<file path="config.mk">
export PLATFORM = sky130hd
export DESIGN_NAME = alu_arbiter_flat
export DESIGN_NICKNAME = d
export VERILOG_FILES = /design/src/rtl/alu_arbiter_if.sv /design/src/rtl/alu_arbiter.sv /design/src/flat_wrapper.sv
export SDC_FILE = /design/constraint.sdc
export NUM_CORES = 1
export LEC_CHECK = 0
export ABC_CLOCK_PERIOD_IN_PS = 1200
export CORE_ASPECT_RATIO = 0.8
export CORE_UTILIZATION = 34
export DETAILED_ROUTE_END_ITERATION = 7
export PLACE_DENSITY_LB_ADDON = 0.08
export SYNTH_ARGS = -nofsm -noshare
export SYNTH_HDL_FRONTEND = slang
export SYNTH_SLANG_ARGS = --single-unit
</file>
<file path="constraint.sdc">
create_clock -name clk -period 1.2 [get_ports clk]
set_clock_uncertainty 0.05 [all_clocks]
set_input_delay 0.24 -clock clk [delete_from_list [all_inputs] [get_ports clk]]
set_output_delay 0.24 -clock clk [all_outputs]
set_load 0.005 [all_outputs]
</file>
<file path="src/rtl/alu_arbiter_if.sv">
// Bundle between two requesters, the shared 4-bit ALU and the response consumer.
// master = environment side (requesters, ALU, consumer); slave = arbiter side.
interface alu_arbiter_if;
    logic       req0_valid;
    logic       req0_ready;
    logic [1:0] req0_op;
    logic [3:0] req0_a;
    logic [3:0] req0_b;

    logic       req1_valid;
    logic       req1_ready;
    logic [1:0] req1_op;
    logic [3:0] req1_a;
    logic [3:0] req1_b;

    logic [1:0] alu_op;
    logic [3:0] alu_a;
    logic [3:0] alu_b;
    logic [3:0] alu_result;

    logic       rsp_valid;
    logic       rsp_ready;
    logic       rsp_id;
    logic [3:0] rsp_data;

    modport master (
        output req0_valid, req0_op, req0_a, req0_b,
        output req1_valid, req1_op, req1_a, req1_b,
        output alu_result, rsp_ready,
        input  req0_ready, req1_ready,
        input  alu_op, alu_a, alu_b,
        input  rsp_valid, rsp_id, rsp_data
    );

    modport slave (
        input  req0_valid, req0_op, req0_a, req0_b,
        input  req1_valid, req1_op, req1_a, req1_b,
        input  alu_result, rsp_ready,
        output req0_ready, req1_ready,
        output alu_op, alu_a, alu_b,
        output rsp_valid, rsp_id, rsp_data
    );
endinterface

</file>
<file path="src/rtl/alu_arbiter.sv">
// Round-robin arbiter sharing one 4-bit ALU between two requesters; one command
// in flight at a time, result held in RESP until the consumer takes it.
module alu_arbiter #(
    parameter int ALU_LATENCY = 1
) (
    input  logic         clk,
    input  logic         rst,
    alu_arbiter_if.slave bus
);
    typedef enum logic [1:0] {
        IDLE = 2'd0,
        EXEC = 2'd1,
        RESP = 2'd2
    } state_t;

    localparam logic [1:0] CNT_INIT = 2'(ALU_LATENCY - 1);

    state_t     r_state;
    state_t     w_next;
    logic [1:0] r_op;
    logic [3:0] r_a;
    logic [3:0] r_b;
    logic       r_id;
    logic [3:0] r_rsp_data;
    logic [1:0] r_cnt;
    logic       r_last;

    logic       w_any_valid;
    logic       w_grant_id;
    logic       w_accept;
    logic       w_exec_done;

    // Tie goes to the requester that was not granted most recently.
    always_comb begin
        w_any_valid = bus.req0_valid | bus.req1_valid;
        if (bus.req0_valid && bus.req1_valid) begin
            w_grant_id = ~r_last;
        end else begin
            w_grant_id = bus.req1_valid;
        end
    end

    assign w_accept    = (r_state == IDLE) && w_any_valid && !rst;
    assign w_exec_done = (r_state == EXEC) && (r_cnt == 2'd0);

    always_ff @(posedge clk) begin
        if (rst) begin
            r_state <= IDLE;
        end else begin
            r_state <= w_next;
        end
    end

    always_comb begin
        w_next = r_state;
        case (r_state)
            IDLE:    if (w_any_valid) w_next = EXEC;
            EXEC:    if (r_cnt == 2'd0) w_next = RESP;
            RESP:    if (bus.rsp_ready) w_next = IDLE;
            default: w_next = IDLE;
        endcase
    end

    always_ff @(posedge clk) begin
        if (rst) begin
            r_op       <= 2'd0;
            r_a        <= 4'd0;
            r_b        <= 4'd0;
            r_id       <= 1'b0;
            r_rsp_data <= 4'd0;
            r_cnt      <= 2'd0;
            r_last     <= 1'b1;
        end else begin
            if (w_accept) begin
                r_op   <= w_grant_id ? bus.req1_op : bus.req0_op;
                r_a    <= w_grant_id ? bus.req1_a  : bus.req0_a;
                r_b    <= w_grant_id ? bus.req1_b  : bus.req0_b;
                r_id   <= w_grant_id;
                r_last <= w_grant_id;
                r_cnt  <= CNT_INIT;
            end else if ((r_state == EXEC) && (r_cnt != 2'd0)) begin
                r_cnt <= r_cnt - 2'd1;
            end
            if (w_exec_done) begin
                r_rsp_data <= bus.alu_result;
            end
        end
    end

    always_comb begin
        bus.req0_ready = w_accept && !w_grant_id;
        bus.req1_ready = w_accept && w_grant_id;
        bus.rsp_valid  = (r_state == RESP);
    end

    assign bus.alu_op   = r_op;
    assign bus.alu_a    = r_a;
    assign bus.alu_b    = r_b;
    assign bus.rsp_id   = r_id;
    assign bus.rsp_data = r_rsp_data;
endmodule

</file>
<file path="src/flat_wrapper.sv">
// flat-port wrapper written by rule: the top's interface ports become plain ports
module alu_arbiter_flat 
#(
    parameter int ALU_LATENCY = 1
)
  (clk, rst, bus_req0_valid, bus_req0_op, bus_req0_a, bus_req0_b, bus_req1_valid, bus_req1_op, bus_req1_a, bus_req1_b, bus_alu_result, bus_rsp_ready, bus_req0_ready, bus_req1_ready, bus_alu_op, bus_alu_a, bus_alu_b, bus_rsp_valid, bus_rsp_id, bus_rsp_data);
  alu_arbiter_if bus_i ();
  input  logic clk;
  input  logic rst;
  input wire logic [$bits(bus_i.req0_valid)-1:0] bus_req0_valid;
  input wire logic [$bits(bus_i.req0_op)-1:0] bus_req0_op;
  input wire logic [$bits(bus_i.req0_a)-1:0] bus_req0_a;
  input wire logic [$bits(bus_i.req0_b)-1:0] bus_req0_b;
  input wire logic [$bits(bus_i.req1_valid)-1:0] bus_req1_valid;
  input wire logic [$bits(bus_i.req1_op)-1:0] bus_req1_op;
  input wire logic [$bits(bus_i.req1_a)-1:0] bus_req1_a;
  input wire logic [$bits(bus_i.req1_b)-1:0] bus_req1_b;
  input wire logic [$bits(bus_i.alu_result)-1:0] bus_alu_result;
  input wire logic [$bits(bus_i.rsp_ready)-1:0] bus_rsp_ready;
  output wire logic [$bits(bus_i.req0_ready)-1:0] bus_req0_ready;
  output wire logic [$bits(bus_i.req1_ready)-1:0] bus_req1_ready;
  output wire logic [$bits(bus_i.alu_op)-1:0] bus_alu_op;
  output wire logic [$bits(bus_i.alu_a)-1:0] bus_alu_a;
  output wire logic [$bits(bus_i.alu_b)-1:0] bus_alu_b;
  output wire logic [$bits(bus_i.rsp_valid)-1:0] bus_rsp_valid;
  output wire logic [$bits(bus_i.rsp_id)-1:0] bus_rsp_id;
  output wire logic [$bits(bus_i.rsp_data)-1:0] bus_rsp_data;
  assign bus_i.req0_valid = bus_req0_valid;
  assign bus_i.req0_op = bus_req0_op;
  assign bus_i.req0_a = bus_req0_a;
  assign bus_i.req0_b = bus_req0_b;
  assign bus_i.req1_valid = bus_req1_valid;
  assign bus_i.req1_op = bus_req1_op;
  assign bus_i.req1_a = bus_req1_a;
  assign bus_i.req1_b = bus_req1_b;
  assign bus_i.alu_result = bus_alu_result;
  assign bus_i.rsp_ready = bus_rsp_ready;
  assign bus_req0_ready = bus_i.req0_ready;
  assign bus_req1_ready = bus_i.req1_ready;
  assign bus_alu_op = bus_i.alu_op;
  assign bus_alu_a = bus_i.alu_a;
  assign bus_alu_b = bus_i.alu_b;
  assign bus_rsp_valid = bus_i.rsp_valid;
  assign bus_rsp_id = bus_i.rsp_id;
  assign bus_rsp_data = bus_i.rsp_data;
  alu_arbiter #(.ALU_LATENCY(ALU_LATENCY)) u_core (.clk(clk), .rst(rst), .bus(bus_i));
endmodule
</file>
met1.png
Bar = 20 um.
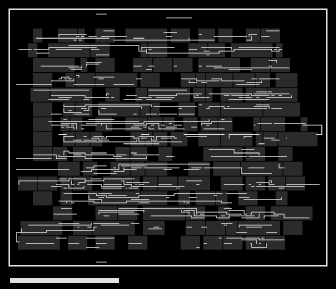
main direction: horizontal
nets with wire on the layer: 166

==> run notes <==
Physical design

The share of synthesized area spent on multiplexers stands at 4.69%. The chip area stands at 0.00272 mm^2. The area fraction in compound gates after synthesis stands at 17.9%. TritonCTS built the clock tree. The initial antenna violation count stands at 0. The worst setup path is captured at a primary output. Grouping stages by cell kind, the critical path spends the most delay in simple AND/OR/NAND/NOR gates.

The run finished, with violations left. The relative slew slack stands at 78.8%. The cell count along the critical path stands at 4. The maximum number of pins on one net before global-route repair stands at 14.

The count of nets left with antenna violations once routing finished came out at 0. Per the TritonCTS log, the buffer count is 3. The core occupancy in the finished layout stands at 72.0%. The clock insertion delay at the later pin of the skew report stands at 0.31 ns. The first global-routing pass estimated 4060 um of wire. The area of the multi-input gates stands at 482 um^2. The adder-cell area share of the yosys netlist stands at 1.46%. Once the clock tree was built, the setup fixing pass inserted 5 buffers. The I/O pin count stands at 47. Input and output buffers added on the ports amount to 46. The checks that failed: negative setup slack. The fraction of registers with async set or reset after synthesis stands at 0%. Synthesis instantiated 29 different standard cells from the library. The vertical die dimension reported for this design is 46.8 um.

In the final report, the number of hold violations comes to 0. Setup repair after global routing could not meet its margin everywhere. The total global-route track usage stands at 20.6%.

Across the VDD grid, the largest voltage drop is 0.718 mV. The die width stands at 58.1 um. Setup slack on the critical path of the routed design comes to -0.319 ns. Of all cell types, the one taking the most synthesized area is sky130_fd_sc_hd__dfxtp_1. The largest buffer count on any clock path stands at 2. In this run the most critical hold path is launched from bus_req0_valid. In the final routed layout, each cell accounts on average for 14.3 um. Of the available clock period, the critical path in the final layout requires 127%. The cell sitting at the root of the clock tree is a sky130_fd_sc_hd__clkbuf_4.

Among the non-sequential cells, simple AND/OR/NAND/NOR gates take the most area. Per the finish-stage timing summary, setup violations number 19. The placed wire-length estimate stands at 1830 um.
met2.png
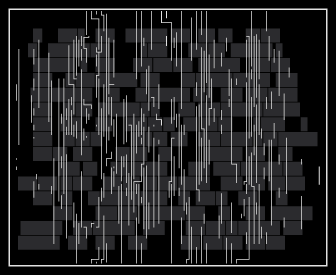
longest straight run: 25.5 um
nets with wire on the layer: 161
share of all routed wire: 50%
main direction: vertical
wire length on this layer: 1340 um

[Yosys cell counts (2+ instances only)]
cell type / number
sky130_fd_sc_hd__nand2b_1: 2
sky130_fd_sc_hd__a21oi_1: 3
sky130_fd_sc_hd__nand4_1: 3
sky130_fd_sc_hd__or2_2: 2
sky130_fd_sc_hd__inv_1: 3
sky130_fd_sc_hd__nand3_1: 3
sky130_fd_sc_hd__buf_4: 2
sky130_fd_sc_hd__mux2i_1: 4
sky130_fd_sc_hd__o21ai_0: 3
sky130_fd_sc_hd__and3_1: 8
sky130_fd_sc_hd__buf_2: 2
sky130_fd_sc_hd__and2_1: 2
sky130_fd_sc_hd__nor2_1: 7
sky130_fd_sc_hd__a31oi_1: 3
sky130_fd_sc_hd__dfxtp_1: 20
sky130_fd_sc_hd__a221o_1: 7
[per-stage QoR]
| stage | setup TNS (ns) | area (um^2) | hold slack, ns |
|---|---|---|---|
| after floorplan | -0.250 | 875 | 0.329 |
| final | -2.66 | 1630 | 0.323 |
| after global routing | -3.85 | 1630 | 0.321 |
| after detailed placement | -9.61 | 1430 | 0.393 |
| after CTS | -2.62 | 1580 | 0.411 |
| after global placement | -9.04 | 1430 | 0.383 |
[area by class of cell]
type	instances	share of cell area (%)
clock buffers	4	2.22
repair buffers	68	39.2
well taps	34	2.60
inverters	3	0.689
multi-input cells	58	29.5
flip-flops and latches	20	25.8
[routing by layer]
layer	global-route usage [%]	share of wire, %	up-vias
met2	36.8	50	24
met3	5.23	3.7	2
met4	4.29	0.49	0
li1	-	-	455
met5	0	0	-
met1	25.8	46	433
[power breakdown]
part,switching (uW),internal [uW],total [uW]
registers,36.4,733,770
logic,199,327,525
clock network,216,185,401
